==> config.mk <==
export PLATFORM = sky130hd
export DESIGN_NAME = down_cnt_ld
export DESIGN_NICKNAME = d
export VERILOG_FILES = /design/src/rtl/down_cnt_ld.sv
export SDC_FILE = /design/constraint.sdc
export NUM_CORES = 1
export LEC_CHECK = 0
export CORE_AREA = 2 2 39 41
export CTS_CLUSTER_SIZE = 30
export DETAILED_ROUTE_END_ITERATION = 16
export DIE_AREA = 0 0 41 43
export PLACE_DENSITY = 0.59
export RECOVER_POWER = 100
export SKIP_LAST_GASP = 1
export SLEW_MARGIN = 40
export SYNTH_ARGS = -nofsm -noshare
export SYNTH_HDL_FRONTEND = slang
export SYNTH_SLANG_ARGS = --single-unit
==> constraint.sdc <==
create_clock -name CLK -period 3.5 [get_ports CLK]
set_input_delay 0.35 -clock CLK [delete_from_list [all_inputs] [get_ports CLK]]
set_output_delay 0.35 -clock CLK [all_outputs]
set_load 0.01 [all_outputs]
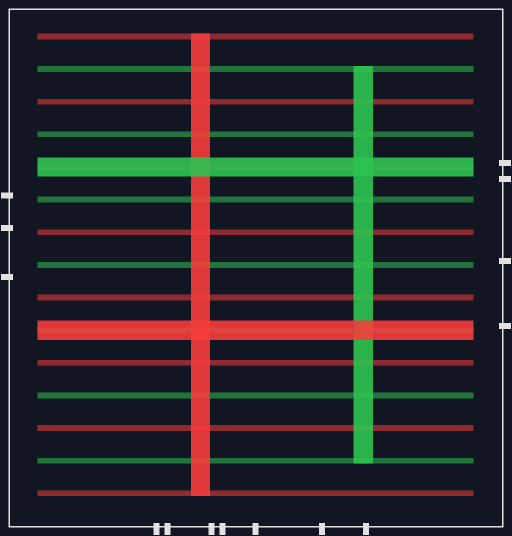
Fig. 1. Power grid.
Scale: 12 px per um. Pins as bars on the die edge.
legend:
  red:
    net: VSS
  green:
    net: VDD
met1 rails: 15
met5 straps: 2
signal pins: 14
rows: 14
Max VDD drop: 0.0001847 V
core region area: 1384 um2

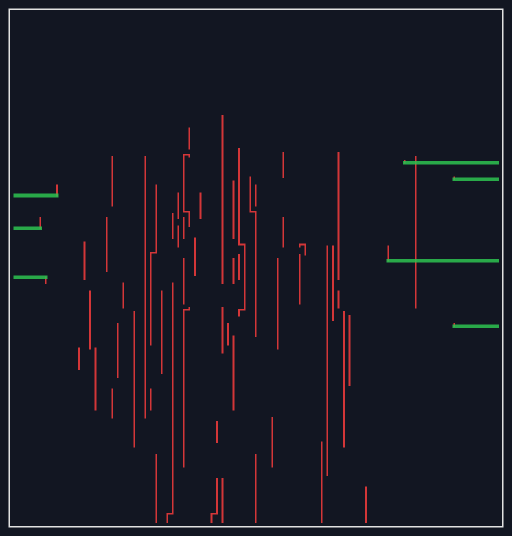
Fig. 2. Routed metal, one color a layer.
Scale: 12 px per um. Two of the layers only.
legend:
  red:
    layer: metal 2
    wire_length: 333 um
  green:
    layer: metal 3
    wire_length: 32.0 um
Total GRT Usage: 0.1071
routed len/inst: 11.43 um

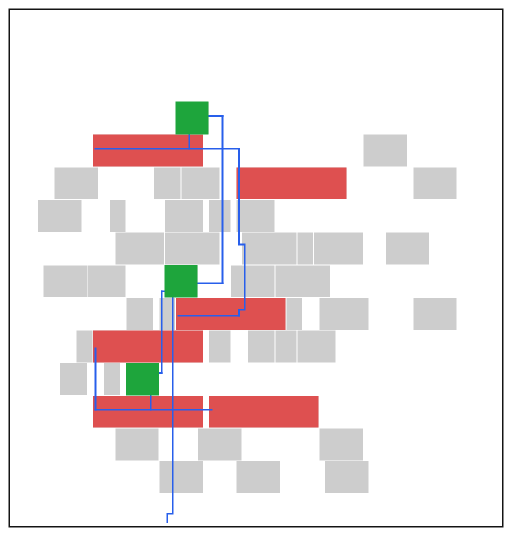
Fig. 3. Clock distribution.
Scale: 12 px per um.
legend:
  red:
    item: flip-flops
    count: 6
  green:
    item: clock drivers
    count: 3
  blue:
    item: clock wires
    length: 100 um
routed clock nets: 4
clock share of power: 0.299
Worst Skew: 6.541 ps

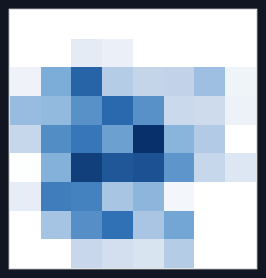
Fig. 4. Placement density heat map.
Scale: 6 px per um. The die is cut into 8 by 9 equal tiles; white is low, dark blue is high, 0 to 100% covered.
fullest tile: 100%
tiles over 75% full: 8.3%
emptiest ninth of the die: lower right
nearly empty tiles: 35%
post-layout util: 0.3689
Floorplan Utilization: 0.2712

==> Slide: Implementation Results <==
Run Summary

Global routing
  – Largest net degree at the start of global routing: 11
  – Global-route wire length before repair: 1207 um
  – Total gr overflow: 0

Cells and area
  – Antenna Cells: 0
  – Nonclk inv count: 2
  – Area grow syn2layout: 36.00%
  – Comb. cell area: 180.2 um2
  – Largest cell class: multi-input combinational cells
  – Max reg flops: 4
  – Fillcell total: 145
  – Logic share of the area: 0.3529

Die
  – Core Rows: 14
  – Chip area: 1763 um2

Yosys
  – Synth warn: 0
  – Post-Synthesis Cells: 36

Clocking
  – Clk sinks: 6
  – CTS tree: built
  – Latency at later pin: 240 ps
  – CTS clk-pin slew, worst paths: 50 ps
  – # hold bufs at CTS: 0
  – CTS buffer count: 3

Placed design
  – GPL Wtd Cong: 0.7696
  – Post-place setup slack: 1821 ps

Outcome
  – Status: complete, no violations

Worst setup path
  – CP required: 3150 ps
  – Buffer-and-inverter tally for the worst setup path: 1
  – R2R cell count: 4
  – Startpoint types: flip-flop
  – Worst path top cell family by delay: buffers and inverters

Final timing
  – Total negative slack: 0 ps
  – Final setup violation count: 0
  – Max Freq: 614.8 MHz
  – Unrepaired setup endpoints after global routing: no
  – Worst slew pin tran: 315.7 ps
  – Setup WS post-layout: 1874 ps

Drt
  – Initial drt markers: 0
  – Detail Route Antenna Nets: 0
  – Drt via density: 4.444

Power
  – Pwr Density: 411.3 nW/um2

Hold path
  – Min-delay worst type: primary input to asynchronous set/reset pin
==> where the power goes <==
group	internal [uW]	total (uW)	switching, uW
Combinational	34.7	60.5	25.8
Sequential	78.1	86.7	8.57
Clock	38.7	62.8	24.1
Total	152	210	58.4
==> layer usage <==
layer	wire, um	part of all wire	GRT usage	vias to the layer above
met4	0	0	0.1000	0
met1	355	0.49	0.1377	130
li1	-	-	-	143
met2	333	0.46	0.1438	7
met5	0	0	0	-
met3	31	0.043	0.01571	0
==> stage by stage <==
stage	power, uW	cells	cell area, um2	hold slack [ps]
after global placement	153.7	60	488.0	604.0
after CTS	218.8	63	510.5	357.5
after floorplan	130.3	36	375.4	54.41
after detailed placement	152.9	60	488.0	585.7
final	210.0	63	510.5	423.3
after global routing	225.8	63	510.5	442.0
Power is estimated from default activity; no workload was simulated.
